==> src/rtl/ym_ch_mixer.sv <==
// ym_ch_mixer: six-slot channel mixer for a YM-style FM core.
//
// Each accepted sample (c1 & ch_valid) is converted from offset binary to signed, routed to
// the left/right sides by pan_l/pan_r, and summed into 12-bit signed accumulators over a
// six-slot frame. The slot-5 sample completes the frame: the sums are latched into
// out_l/out_r and out_valid is raised on that same edge. A consumer takes the frame with
// out_valid & out_ready.
//
// Ports:
//   MCLK       in   1   sole clock, rising edge
//   reset      in   1   asynchronous active-high reset
//   c1         in   1   phase enable; samples are accepted only on c1 edges
//   ch_out     in   9   channel sample, offset binary (0x100 = 0)
//   ch_valid   in   1   ch_out/pan valid this c1 step
//   ch_sync    in   1   accepted sample is channel 1 of a frame
//   pan_l      in   1   route sample to left
//   pan_r      in   1   route sample to right
//   out_l      out  12  signed left frame sum
//   out_r      out  12  signed right frame sum
//   out_valid  out  1   frame sums available
//   out_ready  in   1   consumer takes the frame when out_valid is high
//   overrun    out  1   sticky: a frame was latched over an unconsumed one
//   frame_err  out  1   sticky: ch_sync seen mid-frame
//
// Build option: define YM_CH_MIXER_LADDER_EN to model the YM2612 DAC ladder offset, which
// pushes every side contribution 4 further away from zero (even for muted sides).

module ym_ch_mixer (
  input  logic        MCLK,
  input  logic        reset,
  input  logic        c1,
  input  logic [8:0]  ch_out,
  input  logic        ch_valid,
  input  logic        ch_sync,
  input  logic        pan_l,
  input  logic        pan_r,
  output logic [11:0] out_l,
  output logic [11:0] out_r,
  output logic        out_valid,
  input  logic        out_ready,
  output logic        overrun,
  output logic        frame_err
);

  localparam logic [2:0] FirstSlot = 3'd0;
  localparam logic [2:0] LastSlot  = 3'd5;

  logic               accept;
  logic               sample_neg;
  logic signed [11:0] sample_ext;
  logic signed [11:0] contrib_l;
  logic signed [11:0] contrib_r;
  logic signed [11:0] sum_l;
  logic signed [11:0] sum_r;
  logic [2:0]         eff_slot;

  logic [2:0]         slot_q, slot_d;
  logic signed [11:0] acc_l_q, acc_l_d;
  logic signed [11:0] acc_r_q, acc_r_d;
  logic signed [11:0] out_l_q, out_l_d;
  logic signed [11:0] out_r_q, out_r_d;
  logic               out_valid_q, out_valid_d;
  logic               overrun_q, overrun_d;
  logic               frame_err_q, frame_err_d;

  assign accept = c1 & ch_valid;

  // Offset binary to two's complement: invert the MSB, then sign-extend to 12 bits.
  assign sample_neg = ~ch_out[8];
  assign sample_ext = {{3{sample_neg}}, sample_neg, ch_out[7:0]};

  // Per-side contribution.
  always_comb begin
    contrib_l = pan_l ? sample_ext : 12'sd0;
    contrib_r = pan_r ? sample_ext : 12'sd0;
`ifdef YM_CH_MIXER_LADDER_EN
    // Ladder offset follows the sign of the sample, not of the (possibly muted) output.
    if (sample_neg) begin
      contrib_l = contrib_l - 12'sd4;
      contrib_r = contrib_r - 12'sd4;
    end else begin
      contrib_l = contrib_l + 12'sd4;
      contrib_r = contrib_r + 12'sd4;
    end
`endif
  end

  // Worst case is 6 x 260 = 1560 in magnitude, so 12-bit sums never wrap.
  assign sum_l = acc_l_q + contrib_l;
  assign sum_r = acc_r_q + contrib_r;

  // Next-state logic.
  always_comb begin
    slot_d      = slot_q;
    acc_l_d     = acc_l_q;
    acc_r_d     = acc_r_q;
    out_l_d     = out_l_q;
    out_r_d     = out_r_q;
    overrun_d   = overrun_q;
    frame_err_d = frame_err_q;
    // Handshake runs on every edge, independent of c1.
    out_valid_d = out_valid_q & ~out_ready;
    // A sync always restarts the frame at slot 0.
    eff_slot    = ch_sync ? FirstSlot : slot_q;

    if (accept) begin
      if (ch_sync && (slot_q != FirstSlot)) begin
        frame_err_d = 1'b1;
      end

      slot_d = (eff_slot == LastSlot) ? FirstSlot : eff_slot + 3'd1;

      if (eff_slot == FirstSlot) begin
        // Loading (not adding) drops any partial sum left by a re-sync.
        acc_l_d = contrib_l;
        acc_r_d = contrib_r;
      end else if (eff_slot == LastSlot) begin
        out_l_d     = sum_l;
        out_r_d     = sum_r;
        // A latch wins over a same-edge handshake: out_valid stays high with new data.
        out_valid_d = 1'b1;
        if (out_valid_q && !out_ready) begin
          overrun_d = 1'b1;
        end
      end else begin
        acc_l_d = sum_l;
        acc_r_d = sum_r;
      end
    end
  end

  always_ff @(posedge MCLK or posedge reset) begin
    if (reset) begin
      slot_q      <= FirstSlot;
      acc_l_q     <= '0;
      acc_r_q     <= '0;
      out_l_q     <= '0;
      out_r_q     <= '0;
      out_valid_q <= 1'b0;
      overrun_q   <= 1'b0;
      frame_err_q <= 1'b0;
    end else begin
      slot_q      <= slot_d;
      acc_l_q     <= acc_l_d;
      acc_r_q     <= acc_r_d;
      out_l_q     <= out_l_d;
      out_r_q     <= out_r_d;
      out_valid_q <= out_valid_d;
      overrun_q   <= overrun_d;
      frame_err_q <= frame_err_d;
    end
  end

  assign out_l     = out_l_q;
  assign out_r     = out_r_q;
  assign out_valid = out_valid_q;
  assign overrun   = overrun_q;
  assign frame_err = frame_err_q;

endmodule

==> config.mk <==
export PLATFORM = sky130hd
export DESIGN_NAME = ym_ch_mixer
export DESIGN_NICKNAME = d
export VERILOG_FILES = /design/src/rtl/ym_ch_mixer.sv
export SDC_FILE = /design/constraint.sdc
export NUM_CORES = 1
export LEC_CHECK = 0
export CAP_MARGIN = 0
export CORE_AREA = 5 5 89 91
export DETAILED_ROUTE_END_ITERATION = 8
export DIE_AREA = 0 0 94 96
export PLACE_DENSITY = 0.81
export SYNTH_ARGS = -nofsm -noshare
export SYNTH_HDL_FRONTEND = slang
export SYNTH_SLANG_ARGS = --single-unit
==> constraint.sdc <==
create_clock -name MCLK -period 2.21 [get_ports MCLK]
set_input_delay 0.5525 -clock MCLK [delete_from_list [all_inputs] [get_ports MCLK]]
set_output_delay 0.5525 -clock MCLK [all_outputs]
set_load 0.005 [all_outputs]
==> run_1/closeup.png <==
The bar under the picture is 5 µm long. Window x 60 to 80, y 62 to 82 µm. Cells in grey, sequential cells in the stronger grey; small squares are vias.
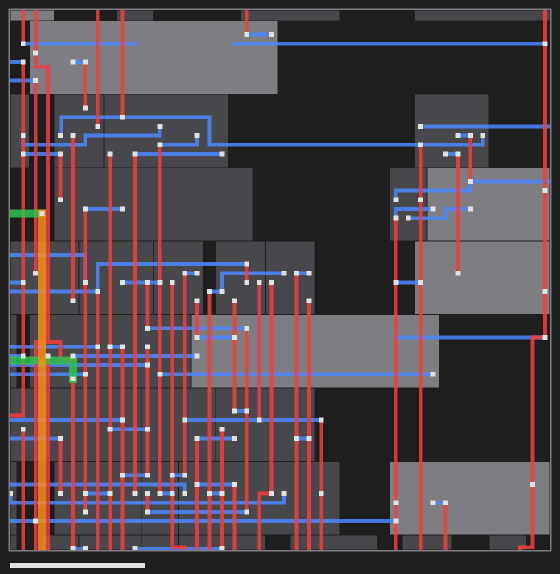
| layer | colour |
|---|---|
| M3 | green |
| M4 | orange |
| M2 | red |
| M1 | blue |
most frequent: dfrtp_1 (4)
cells with their middle in the window: 21
netlist names of flops here include: out_r (2)
sequential cells in the window: 4

==> run_1/layers.png <==
The bar under the picture is 20 µm long. Two of the layers only.
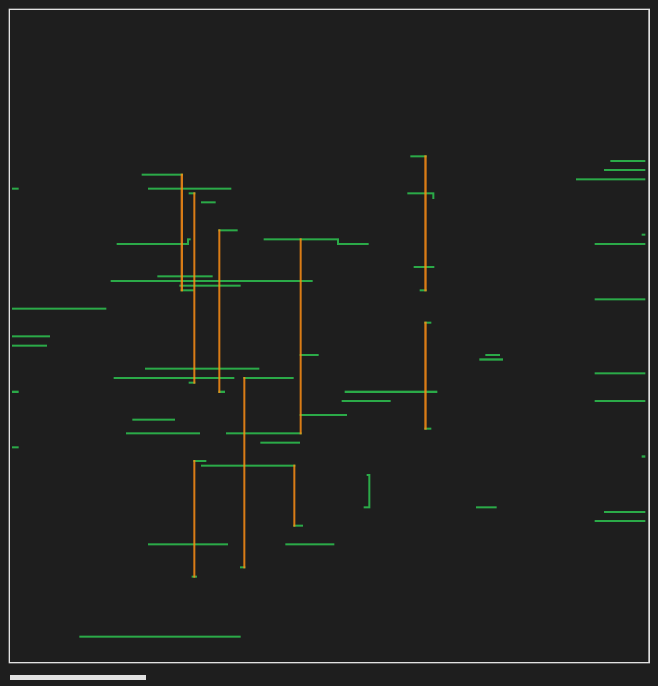
| layer | colour | wire length |
|---|---|---|
| M4 | orange | 186 µm |
| M3 | green | 374 µm |

==> run_1/m1.png <==
The bar under the picture is 20 µm long.
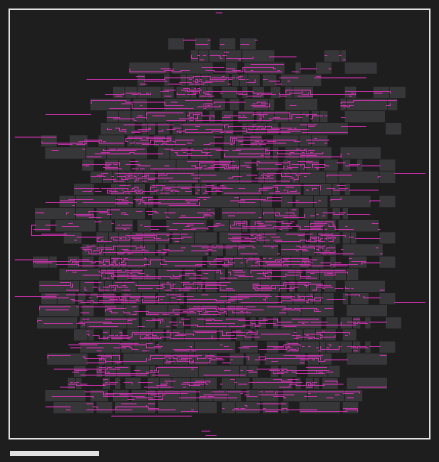
longest straight run: 26.2 µm
wire length on this layer: 3940 µm
main direction: horizontal
share of all routed wire: 42%
nets with wire on the layer: 495
total via count in the routed design: 3238
routed wire length: 9457 µm
met1 usage: 26.46%

==> run_1/route_heat.png <==
19 x 19 tiles, from white (low) to dark blue (high), scaled to the fullest tile. Values are wire area over tile area, all layers added.
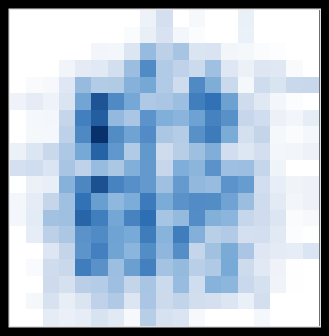
nearly empty tiles: 20%
tiles over half the peak: 18%
densest ninth of the die: centre

==> run summary, run 1 <==
Observations from the implementation run.

Outcome:
- The run finished, with violations left.
- The checks that failed: negative setup slack.

Synth:
- The stat command in Yosys gives a chip area of roughly 3500 µm².
- The run puts the number of unique standard cell types used by synthesis at 48.
- The run gives the number of synthesized flops with an enable pin as 0.
- The run gives the post-synthesis cell type with the largest instance count as dfrtp_1.
- The number of nets handed over by synthesis was 413.
- The run gives the number of standard cells after synthesis as 372.
- The run puts the xor and xnor area share after synthesis at 4.803%.

GRT:
- The run puts the global-route track usage on met2 at 40.45%.
- The run puts the number of antenna violations at the first check in global routing at 0.
- The number of global-route vias before repair was approximately 3400.

Worst setup path:
- The run puts the reg2reg setup slack at -0.09 ns.
- The run puts the critical path's largest stage delay at 0.35 ns.
- The run puts the number of cell instances on the worst register-to-register path at 8.
- The run gives the required time reported for the critical path endpoint as 2.41 ns.
- For the worst reg-to-reg path, the startpoint reported by OpenROAD is acc_l_q[0]$_DFFE_PP0P_.

Clock network:
- The run gives the clock edge transition at the registers on the reported setup and hold paths as 0.10 ns.
- The run gives the number of CTS-inserted buffers as 5.
- The clock reaches the later pin of the worst-skew pair after 0.31 ns.

Cells and area:
- The run puts the count of clock buffers in the final design at 7.
- The run puts the layout cell share with drive strength beyond 1 at 34.09%.
- The run puts the combinational gate area at 2371 µm².
- The final antenna diode tally reported by the flow is 0.
- The biggest slice of the area belongs to logic gates.
- Among logic cells in the layout, the one with the most instances is buf_4.
- After layout the clock buffers and inverters come to 1.833% of cell area.
- The run gives the inverter count as 4.
- The run puts the flip-flop and latch count at between 50 and 60.

Power:
- Sequential cells consume a total of 1.60 mW.
- The run gives the switching share of power as a little under two fifths.
- The run gives the relative contribution of combinational cells to total power as 56.5%.

Route:
- The run gives the initial DRC count as 211.
- The run puts the average routed wire per standard cell at roughly 16 µm.
- In this run the top signal layer used is met4.

Worst hold path:
- The run gives the worst min-delay path startpoint as out_r[3]$_DFFE_PP0P_.

Floorplan:
- The die covers ~9000 µm².
- Per the OpenROAD floorplan log, the area of the core is 7059 µm².

Job:
- Max-cap violations in this run came to 0.

Timing:
- The run puts the count of endpoints failing setup in the final report at 5.
- The run gives the post-route setup TNS as -0.4669 ns.
- Subtracting the final worst setup slack from the clock period gives 2.364 ns.
- The run puts the final setup slack of the worst path at -0.1538 ns.
- The run gives the worst hold slack as 0.4827 ns.
==> run 2: changes to the inputs <==
--- a/config.mk
+++ b/config.mk
@@ -5,7 +5,7 @@
 export SDC_FILE = /design/constraint.sdc
 export NUM_CORES = 1
 export LEC_CHECK = 0
-export CAP_MARGIN = 0
+export CAP_MARGIN = 10
 export CORE_AREA = 5 5 89 91
 export DETAILED_ROUTE_END_ITERATION = 8
 export DIE_AREA = 0 0 94 96
==> run_2/m1.png <==
The bar under the picture is 20 µm long.
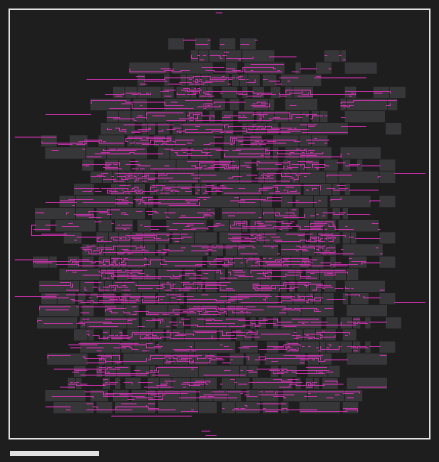
main direction: horizontal
wire length on this layer: 3940 µm
longest straight run: 26.2 µm

==> run 2 against run 1 <==
  * Via count unchanged
  * Clock power about the same
  * Clock skew unchanged
  * Sequential share of layout area is the same
  * The flow still finishes with violations (negative setup slack)
  * Critical path type unchanged
==> run summary, run 2 <==
Observations from the implementation run.

Cells and area:
- The run gives the inverter count as 4 (unchanged).
- The flip-flop and latch count came to 54 (unchanged).
- The run puts the layout cell share with drive strength beyond 1 at 34.09% (unchanged).
- The final antenna diode count was 0 (unchanged).
- After routing the design area is 4982 µm².
- The run gives the count of clock buffers in the final design as 7 (unchanged).
- The run gives the combinational gate area as 2371 µm² (unchanged).
- Per the layout area report, the combinational fraction of cell area is roughly 48%.
- The run gives the biggest cell category by area in the final layout as logic gates.
- The run puts the clock tree cell share of total cell area at 1.833% (unchanged).
- The top cell type in the final layout, fill and taps aside, is buf_4.
- The run gives the number of buffers outside the clock class in the layout as around 120.

Outcome:
- The flow ran to the end, but the final reports show violations.
- The final reports fail on negative setup slack.

Synth:
- In the post-synthesis netlist, the cell with the most instances is dfrtp_1.
- Yosys reports that the leading cell type by area covers about 39% of the netlist area.
- The run puts the number of standard cells after synthesis at 372 (unchanged).
- The run gives the synthesized area as around 3500 µm².
- The run gives the xor and xnor area share after synthesis as 4.803% (unchanged).
- The run puts the flop and latch count out of synthesis at 54.
- The run puts the area reported by Yosys stat at 3465 µm² (unchanged).
- Yosys reports that the most numerous cell types are 54 x dfrtp_1, 46 x nand2_1, 36 x o21ai_0, 28 x a21oi_1, 27 x nor2_1.
- The run puts the post-synthesis cell count from yosys at roughly 370.
- The run gives the number of unique standard cell types used by synthesis as 48 (unchanged).
- The run gives the total nets after synthesis as 413 (unchanged).
- After Yosys synthesis, and, or, nand and nor cells account for between 10% and 20% of the synthesized area.
- The run gives the number of synthesized flops with an enable pin as 0 (unchanged).
- The run gives the top cell type by total area after synthesis as dfrtp_1.
- The run gives the area fraction in compound gates as 20.37%.

Clock network:
- The run gives the clock tree root driver cell as clkbuf_8.
- The run puts the clock edge transition at the registers on the reported setup and hold paths at 0.10 ns (about the same).
- The run puts the number of setup buffers added after CTS at 6.
- The run puts the clock net sink count at 54.
- The worst-skew pair later-pin latency was 0.31 ns (about the same).
- The run puts the number of CTS-inserted buffers at 5 (unchanged).

Worst setup path:
- The run gives the cell count along the critical path as 10.
- Along the worst path, the maximum fanout reaches 2.
- The setup path with the least slack is of type in -> reg.
- The critical path's largest stage delay came to 0.35 ns (about the same).
- The run gives the reg2reg setup slack as -0.09 ns (about the same).
- The run puts the number of cell instances on the worst register-to-register path at 8 (unchanged).
- The launch point of the worst register-to-register path is recorded as acc_l_q[0]$_DFFE_PP0P_.
- STA classifies the critical path startpoint as an input port.
- The run gives the required time reported for the critical path endpoint as 2.41 ns (about the same).

GRT:
- The global-route track usage on met1 was 26.46% (unchanged).
- The run gives the number of global-route vias before repair as 3382 (unchanged).
- The run puts the total overflow reported by the global router at 0.
- The run gives the global-route track usage on met2 as 40.45% (unchanged).
- The number of antenna violations at the first check in global routing came to 0 (unchanged).
- Entering global routing, the biggest net connects 55 pins.

Timing:
- The run gives the post-route setup TNS as -0.4669 ns (unchanged).
- The pin closest to its max-slew limit shows a slew of 0.3419 ns.
- The count of endpoints failing setup in the final report is 5 (unchanged).
- The worst hold slack came to 0.4827 ns (unchanged).
- The run puts the relative max-transition margin at 77.11%.
- The run puts the final setup slack of the worst path at -0.1538 ns (unchanged).
- Endpoints failing hold in the final report were tallied at 0.
- The clock period minus final worst setup slack came to 2.364 ns (unchanged).

Job:
- The run puts the max-capacitance violation count at 0 (unchanged).

Place:
- Detailed placement reports a standard cell area of 4577 µm².
- Detailed placement finished with a half-perimeter wire length of 6124 µm.
- Prior to clock tree synthesis, the placed netlist has a worst setup slack of -0.8596 ns.
- The run puts the number of placed instances with taps included at 568.

Floorplan:
- The run gives the area of the chip as 9024 µm² (unchanged).
- The run gives the core footprint as 7059 µm² (unchanged).
- The run puts the die outline height at between 90 and 100 µm.

Power:
- The switching share of power came to 37.57% (unchanged).
- The run gives the sequential power as 1.60 mW (about the same).
- The run puts the total power consumption of the routed design at 5.036 mW.
- The run puts the relative contribution of combinational cells to total power at 56.5% (about the same).

Route:
- The final routed wirelength across all metal layers came to 9457 µm (unchanged).
- The total number of vias is 3238 (unchanged).
- In the per-layer breakdown of the detailed-route log, met1 shows 3943 µm.
- The run gives the highest routed metal layer as met4.
- The run gives the initial DRC count as 211 (unchanged).

Worst hold path:
- The run gives the worst min-delay path startpoint as out_r[3]$_DFFE_PP0P_.
- Along the worst hold path, the cell count comes to 2.
==> run_2/route_heat.png <==
19 x 19 tiles, from white (low) to dark blue (high), scaled to the fullest tile. Values are wire area over tile area, all layers added.
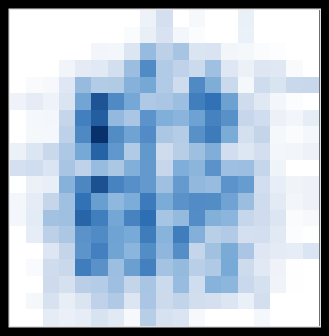
routed wirelength normalized by instance count: 16.22 µm
Total GRT Usage: 21.92%

==> run_2/layers.png <==
The bar under the picture is 20 µm long. Two of the layers only.
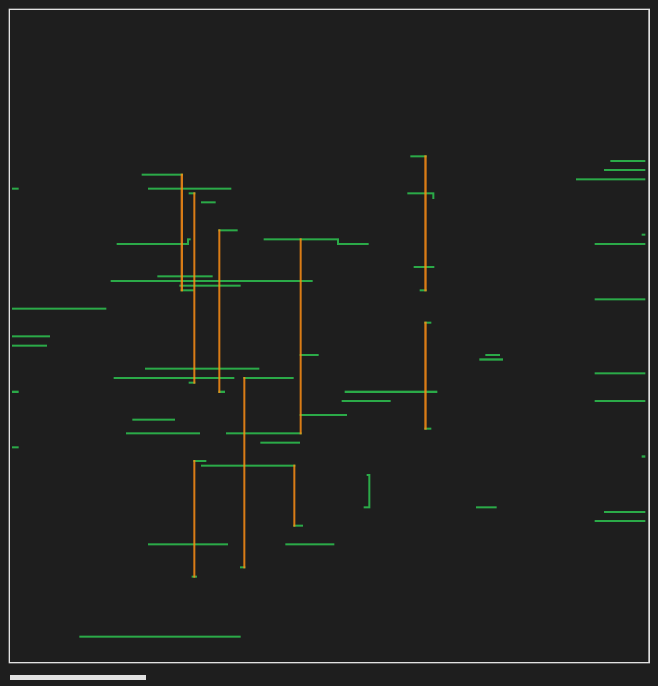

==> run 3: changes to the inputs <==
--- a/config.mk
+++ b/config.mk
@@ -9,7 +9,7 @@
 export CORE_AREA = 5 5 89 91
 export DETAILED_ROUTE_END_ITERATION = 8
 export DIE_AREA = 0 0 94 96
-export PLACE_DENSITY = 0.81
+export PLACE_DENSITY_LB_ADDON = 0.05
 export SYNTH_ARGS = -nofsm -noshare
 export SYNTH_HDL_FRONTEND = slang
 export SYNTH_SLANG_ARGS = --single-unit
==> run_3/layers.png <==
The bar under the picture is 20 µm long. Two of the layers only.
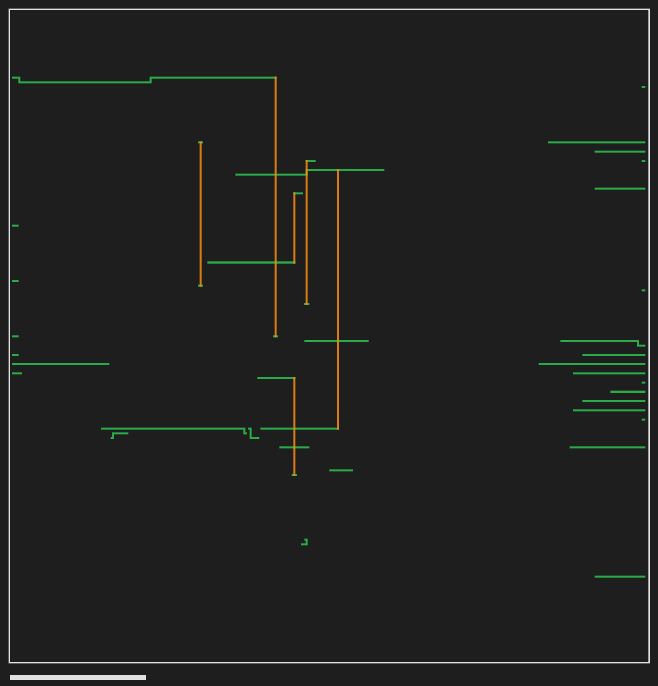
Total GRT Usage: 20.25%
total via count in the routed design: 3092
routed wirelength normalized by instance count: 15.22 µm
routed wire length: 8830 µm

==> run_3/closeup.png <==
The bar under the picture is 5 µm long. Window x 60 to 80, y 62 to 82 µm. Cells in grey, sequential cells in the stronger grey; small squares are vias.
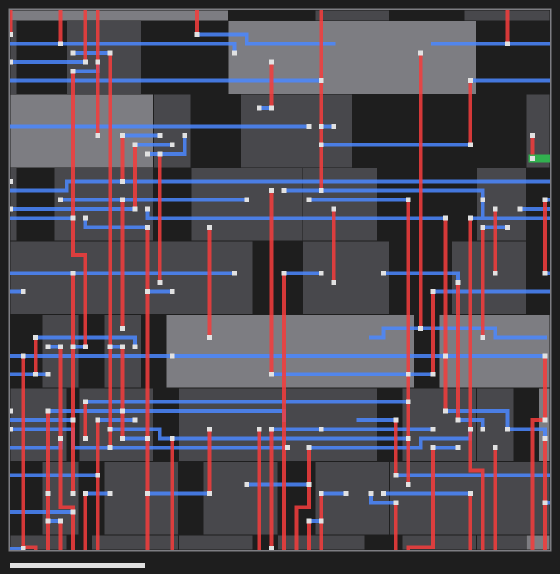
| layer | colour |
|---|---|
| M3 | green |
| M1 | blue |
| M2 | red |
sequential cells in the window: 3
most frequent: buf_4 (5), nor2_1 (4), dfrtp_1 (3)
cells with their middle in the window: 25
netlist names of flops here include: out_r (2), acc_r_q (1)

==> run 3 against run 2 <==
  * The run still ends with negative setup slack left
  * Combinational power hardly changed
  * Critical path depth stayed put
  * Power is 2.0% higher
  * Sequential power hardly changed
  * Register-to-register slack hardly changed
  * Utilization is 1.4 points higher
  * Clock power is 18% higher
  * Largest power group unchanged
  * Highest routed layer unchanged
==> run summary, run 3 <==
Observations from the implementation run.

Worst setup path:
- Looking at the reg2reg group, the worst path starts from acc_l_q[0]$_DFFE_PP0P_.
- The critical path's largest stage delay was 0.34 ns (about the same).
- The run gives the endpoint of the worst-slack reg-to-reg timing path as acc_l_q[10]$_DFFE_PP0P_.
- Broken down by cell family, the worst path's largest delay share belongs to AND-OR/OR-AND gates.
- The critical path is of the in -> reg type.
- The run puts the number of cell instances on the worst register-to-register path at 8 (unchanged).
- The worst setup path is launched from an input port.
- The required time reported for the critical path endpoint was 2.42 ns (about the same).
- The reg2reg setup slack came to -0.10 ns (about the same).
- The run puts the cell count along the critical path at 10 (unchanged).

Timing:
- The clock period minus final worst setup slack is 2.345 ns (-0.01850 ns).
- The run puts the count of endpoints failing setup in the final report at 3 (-2).
- The run puts the number of hold violations in the final report at 0 (unchanged).
- The post-route setup TNS came to -0.2451 ns (+0.2218 ns).
- The run gives the worst hold slack as 0.4879 ns (+0.005183 ns).
- The run gives the slew of the pin with the lowest slew margin as 0.3614 ns (+0.01948 ns).
- The final setup slack of the worst path came to -0.1353 ns (+0.01850 ns).
- The run puts the relative max-transition margin at 75.65% (-1.5 points).

Synth:
- The number of standard cells after synthesis came to 372 (unchanged).
- For reference, the top cells by area after synthesis are dfrtp_1 39%, ha_1 7.9%, o21ai_0 5.2%, nand2_1 5.0%, a21oi_1 4.0%.
- The area fraction in compound gates came to 20.37% (unchanged).
- Sorting the synthesized cells by how often they occur yields 54 x dfrtp_1, 46 x nand2_1, 36 x o21ai_0, 28 x a21oi_1, 27 x nor2_1.
- The post-synthesis cell count from yosys came to 372 (unchanged).
- The run gives the area reported by Yosys stat as 3465 µm² (unchanged).
- Among all cell types in the netlist, the one instantiated most often is dfrtp_1.
- The share of Yosys cell area claimed by the top area cell type came to 39.00% (unchanged).
- The run gives the total nets after synthesis as 413 (unchanged).
- The run puts the post-synthesis simple-gate area fraction at 16.40% (unchanged).
- The run gives the number of unique standard cell types used by synthesis as 48 (unchanged).
- The xor and xnor area share after synthesis was 4.803% (unchanged).
- The run gives the number of synthesized flops with an enable pin as 0 (unchanged).
- By area, the combinational part of the netlist is dominated by AND-OR/OR-AND gates.
- The run gives the flop and latch count out of synthesis as 54 (unchanged).
- The run gives the top cell type by total area after synthesis as dfrtp_1.
- The synthesized area was 3465 µm² (unchanged).

Clock network:
- The worst-skew pair later-pin latency was 0.32 ns (about the same).
- The run gives the clock edge transition at the registers on the reported setup and hold paths as 0.10 ns (about the same).
- The run gives the clock tree root driver cell as clkbuf_8.
- The run puts the clock net sink count at 54 (unchanged).
- The run puts the number of CTS-inserted buffers at 5 (unchanged).
- The run gives the number of setup buffers added after CTS as 6 (unchanged).

Job:
- The run gives the max-capacitance violation count as 0 (unchanged).

Cells and area:
- The inverter count came to 4 (unchanged).
- The run puts the number of buffers outside the clock class in the layout at 116 (-2.5%).
- The run puts the summed area of non-filler cells in the final layout at 5080 µm² (+2.0%).
- The run puts the combinational share of cell area at 48.05% (+0.47 points).
- The flip-flop and latch count was 54 (unchanged).
- The run gives the final antenna diode count as 0 (unchanged).
- The run puts the layout cell share with drive strength beyond 1 at 34.51% (+0.42 points).
- Counting only logic cells after layout, the most numerous master is buf_4.
- The run puts the count of clock buffers in the final design at 5 (-2).
- The run puts the combinational gate area at 2441 µm² (+3.0%).
- The run gives the biggest cell category by area in the final layout as logic gates.

Place:
- The run gives the area of placed instances as 4572 µm² (-0.11%).
- The run puts the number of placed instances with taps included at 564 (-0.70%).
- The detailed placement HPWL came to 6170 µm (+0.75%).
- The post-placement worst setup slack was -0.8474 ns (+0.01214 ns).

Floorplan:
- The area of the chip came to 9024 µm² (unchanged).
- The die outline height was 96 µm (unchanged).
- The run puts the core footprint at 7059 µm² (unchanged).

Worst hold path:
- The hold path depth came to 1 (-1).
- The run gives the worst min-delay path startpoint as frame_err$_DFFE_PP0P_.

Power:
- The run gives the largest power group as combinational cells.
- The run puts the relative contribution of combinational cells to total power at 55.2% (-1.3 points).
- The run puts the switching share of power at 36.45% (-1.1 points).
- The run gives the total leakage power as 2.336 nW.
- The run puts the total power consumption of the routed design at 5.139 mW (+2.0%).
- The run gives the sequential power as 1.61 mW (about the same).

GRT:
- The run gives the global-route track usage on met2 as 35.54% (-4.9 points).
- The number of antenna violations at the first check in global routing is 0 (unchanged).
- The run gives the pin count of the biggest net entering global routing as 55 (unchanged).
- The run gives the total overflow reported by the global router as 0 (unchanged).
- The run gives the number of global-route vias before repair as 3179 (-6.0%).

Route:
- The run gives the detailed-routed wire length on met3 as 277 µm.
- The routed metal-1 wire length is 4053 µm (+2.8%).
- The run puts the initial DRC count at 131 (-38%).

Outcome:
- The flow ran to the end, but the final reports show violations.
- The final reports fail on negative setup slack.
Power and IR drop assume default switching activity.
